==> config.mk <==
export PLATFORM = sky130hd
export DESIGN_NAME = nibble_serial_adder
export DESIGN_NICKNAME = d
export VERILOG_FILES = /design/src/rtl/nibble_serial_adder.sv
export SDC_FILE = /design/constraint.sdc
export NUM_CORES = 1
export LEC_CHECK = 0
export CAP_MARGIN = 20
export CORE_UTILIZATION = 50
export DETAILED_ROUTE_END_ITERATION = 6
export GPL_ROUTABILITY_DRIVEN = 1
export PLACE_DENSITY = 0.88
export SYNTH_ARGS = -nofsm -noshare
export SYNTH_HDL_FRONTEND = slang
export SYNTH_SLANG_ARGS = --single-unit
==> constraint.sdc <==
create_clock -name clk -period 3 [get_ports clk]
set_clock_uncertainty 0.05 [all_clocks]
set_input_delay 0.6 -clock clk [delete_from_list [all_inputs] [get_ports clk]]
set_output_delay 0.6 -clock clk [all_outputs]
set_load 0.005 [all_outputs]
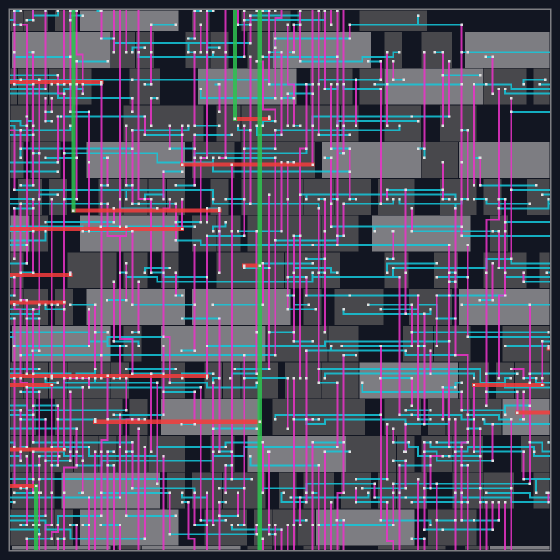
**Above:** run 1 (close-up of the layout).
Region (16, 16) to (56, 56) um. Cells in grey, sequential cells in the stronger grey; small squares are vias.
- red: met3
- magenta: met2
- green: met4
- cyan: met1
- cells with their middle in the window: 152
- most frequent: nand2_1 (30), dfxtp_1 (21), a21oi_1 (14)
- sequential cells in the window: 22

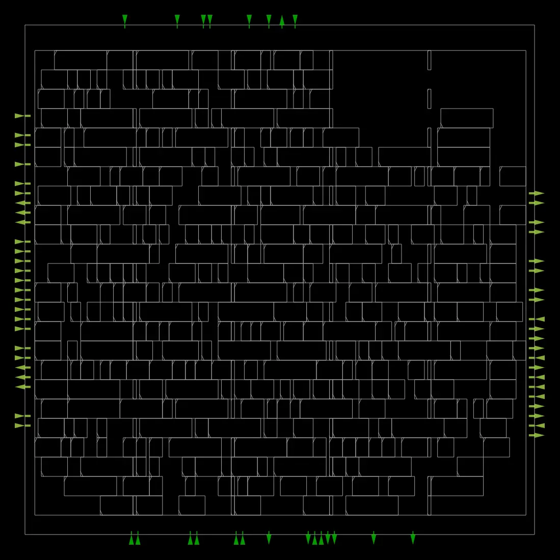
**Above:** run 1 (placement view).
utilization after layout: 0.710
n_taps: 52

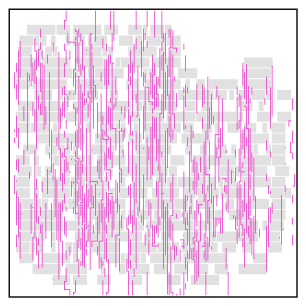
**Above:** run 1 (the metal 2 layer).
(4 px per um) Cells faint in the background.
- share of all routed wire: 51%
- nets with wire on the layer: 323
- wire length on this layer: 2960 um
- main direction: vertical
- longest straight run: 26.4 um
Vias: 2254
Routed WL: 5.78 mm

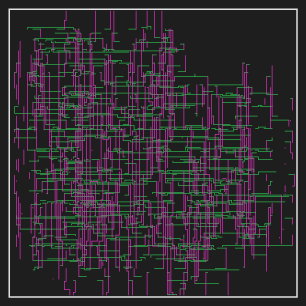
**Above:** run 1 (signal wires by layer).
(4 px per um) Two of the layers only.
- magenta: met2 (wire length 2960 um)
- green: met1 (wire length 2380 um)
WL per Instance: 14.4 um
GR Util All Layers: 0.236

==> impl_metrics.ini, run 1 <==
; generated from flow reports
[layout]
final_cells = 402
layout-drive-gt1-share = 0.0657
areaGrowthSynthToFinish_pct = 32.0
fin_area_sq_um = 3200
lay_top_cells = nand2_1, clkdlybuf4s50_1, dfxtp_1, a21oi_1, inv_1
final_common_cell = nand2_1

[drt]
via_per_inst = 5.61
top_layer_used = met4
drt_iter0_markers = 181

[setup_path]
reg2reg_depth = 4
start_kind = flip-flop
required_ns = 2.35
critPathKind = reg2out
end_kind = output pin
crit_fanout = 8
crit_arrival_ns = 2.21
path_buffers = 3
critPathSlowestCell = clkdlybuf4s50_1
critPathTopFamily = buffers and inverters

[final_timing]
hold_violations = 0
drv_slew = 0
worstMarginPinSlew_ns = 0.791
hold_ws_ns = 0.411
post-route-min-period_ns = 2.86
fmax_ghz = 0.349
slew_headroom = 0.473
finalClockPeriodUsage = 0.954

[synth]
yosysSeqAreaShare = 0.463
yosys.area_share.xor_xnor = 0
yosys_warnings = 0
mux_area_frac = 0.00413
top_logic_kind = AND-OR/OR-AND gates
syn_area_per_cell_sq_um = 8.29
netlist_area_sq_um = 2420
ys_area_sq_um = 2420
synthesis.nets = 337
synth_flop_count = 56
compound_area_frac = 0.213
syn_inst = 292
yosys.area_share.adder = 0.0207
synth-cells-yosys = 292

[power]
pwr-share-clk = 0.274
pg_comb_w = 0.000245
cellLeakagePower_nw = 1.21
swShare = 0.263
p_int_w = 0.00106
report.power.total_w = 0.00144
combPwrFrac = 0.170
power_leader = registers
pg_seq_w = 0.000801
p_per_area_nw_per_um2 = 450
p_clk_w = 0.000394
seq_power_share = 0.556

[min_path]
hold_path_class = reg2reg

[clocking]
htreeDepth = 2
root_buffer = clkbuf_8
holdBufCountCts = 0
post_cts_buffers = 0
tritoncts = built
clk_latency_ns = 0.31
numCtsBuffers = 5
clk_pin_slew_ns = 0.09

[floorplan]
io_pins = 69
die.size.y_um = 71.6

[flow_run]
drv_cap = 0

[grt]
busiest_layer = met2
antenna_found_initial = 0
grt_pass1_wl_mm = 9.54
grt_pass1_vias = 2146

[placement]
gp_routability_congestion = 0.850
pre_cts_ws_ns = 0.360
portBuffers = 68
detailed_place_hpwl_mm = 3.93

[run_status]
status = finished, final reports clean
## run 1: cells in the mapped netlist, drive strengths merged
master	instances
and2	1
nand3b	3
nand3	9
o21ai	5
o22ai	1
ha	4
nor2	3
o21a	1
inv	16
o32ai	12
dfxtp	56
a21o	1
o41ai	8
a221oi	8
or3b	1
nand2b	7
nor3b	2
a21oi	40
nand2	69
nor2b	10
buf	15
clkbuf	10
a211oi	2
nor3	1
mux2i	1
nand4	5
o21ba	1
## run 1: cell type report
type                       count  area [sq um]
clock buffer                   6          72.6
clock inverter                 1          5.00
timing repair buffer          76           746
fill                         373          1310
inverter                      16          60.1
sequential                    56          1120
tap                           52          65.1
multi-input combinational    195          1130
## Run 2: what changed since run 1
--- a/config.mk
+++ b/config.mk
@@ -5,7 +5,6 @@
 export SDC_FILE = /design/constraint.sdc
 export NUM_CORES = 1
 export LEC_CHECK = 0
-export CAP_MARGIN = 20
 export CORE_UTILIZATION = 50
 export DETAILED_ROUTE_END_ITERATION = 6
 export GPL_ROUTABILITY_DRIVEN = 1
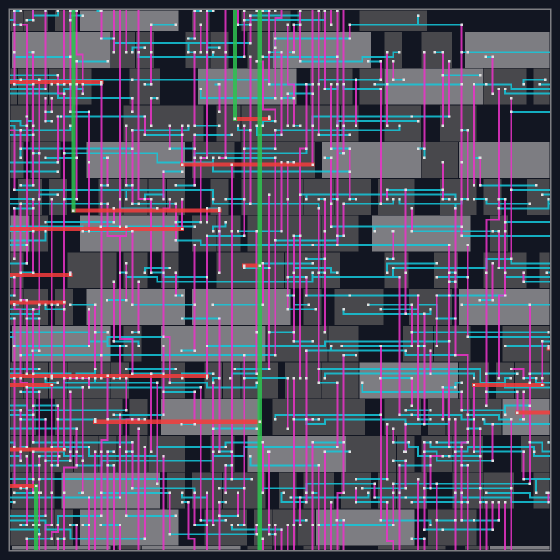
**Above:** run 2 (close-up of the layout).
Region (16, 16) to (56, 56) um. Cells in grey, sequential cells in the stronger grey; small squares are vias.
- red: met3
- magenta: met2
- green: met4
- cyan: met1
- most frequent: nand2_1 (30), dfxtp_1 (21), a21oi_1 (14)
- cells with their middle in the window: 152
- sequential cells in the window: 22

==> run 2 against run 1 <==
Against the previous run:
- register-to-register slack about the same
- cell count unchanged
- global-route usage unchanged
- sequential share of layout area unchanged
- combinational power about the same
- worst setup slack unchanged
- fmax unchanged
- count of clock-buffer cells in the layout unchanged
- first-iteration DRC count unchanged
- critical path type unchanged
- highest routed layer unchanged
==> impl_metrics.ini, run 2 <==
; generated from flow reports
[placement]
gp_routability_congestion = 0.850
pre_cts_ws_ns = 0.360
portBuffers = 68

[layout]
clk_share = 0.0243
nMultiInputCombCells = 195
buf_share = 0.233
seq_cell_count = 56
comb_area_frac = 0.352
lay_top_cells = nand2_1, clkdlybuf4s50_1, dfxtp_1, a21oi_1, inv_1
nClkBuffers = 6
sh_seq_area = 0.351
final_cells = 402
fin_util = 0.710
regArea_sq_um = 1120

[power]
report.power.total_w = 0.00144

[synth]
synth-cells-yosys = 292
yosys_warnings = 0
synth-edff-count = 0
synthTopCellsByCount = nand2_1, dfxtp_1, a21oi_1
synth_flop_count = 56
syn_area_per_cell_sq_um = 8.29
top_cell = nand2_1
netlist_area_sq_um = 2420

[setup_path]
start_kind = flip-flop
crit_arrival_ns = 2.21
crit_fanout = 8
critPathSlowestCell = clkdlybuf4s50_1
required_ns = 2.35
end_kind = output pin
critPathKind = reg2out

[drt]
vias = 2254
via_per_inst = 5.61
top_layer_used = met4

[clocking]
htreeDepth = 2
clk_latency_ns = 0.31

[grt]
antenna_found_initial = 0
grtUsageTotal = 0.236
busiest_layer = met2
grt_pass1_vias = 2146

[floorplan]
io_pins = 69

[final_timing]
slew_headroom = 0.473
worstMarginPinSlew_ns = 0.791
finalClockPeriodUsage = 0.954
drv_slew = 0
fmax_ghz = 0.349
hold_ws_ns = 0.411

[run_status]
status = finished, final reports clean

[flow_run]
drv_cap = 0
[run 2: cell counts after synthesis]
No cell type changed its count.
[run 2: cell families after synthesis]
kind of cell,after synthesis,synth area share
fa+ha+maj,4,0.0207
simple gates,111,0.213
mux,1,0.00413
compound gates,79,0.213
buf+inv,41,0.0858
flops,56,0.463
[run 2: repair_timing]
item,CTS,global route
hold buffers,0,0
pin swaps,0,6
endpoints found under the setup margin,2,8
gates resized,2,8
buffers inserted,0,0
[run 2: where the power goes]
part	switching (W)	total, W	leakage [nW]	internal (W)
Clock	0.000235	0.000394	0.0410	0.000160
Combinational	0.000123	0.000245	0.711	0.000121
Sequential	0.0000207	0.000801	0.458	0.000780
Total	0.000379	0.00144	1.21	0.00106
Power and IR drop assume default switching activity.
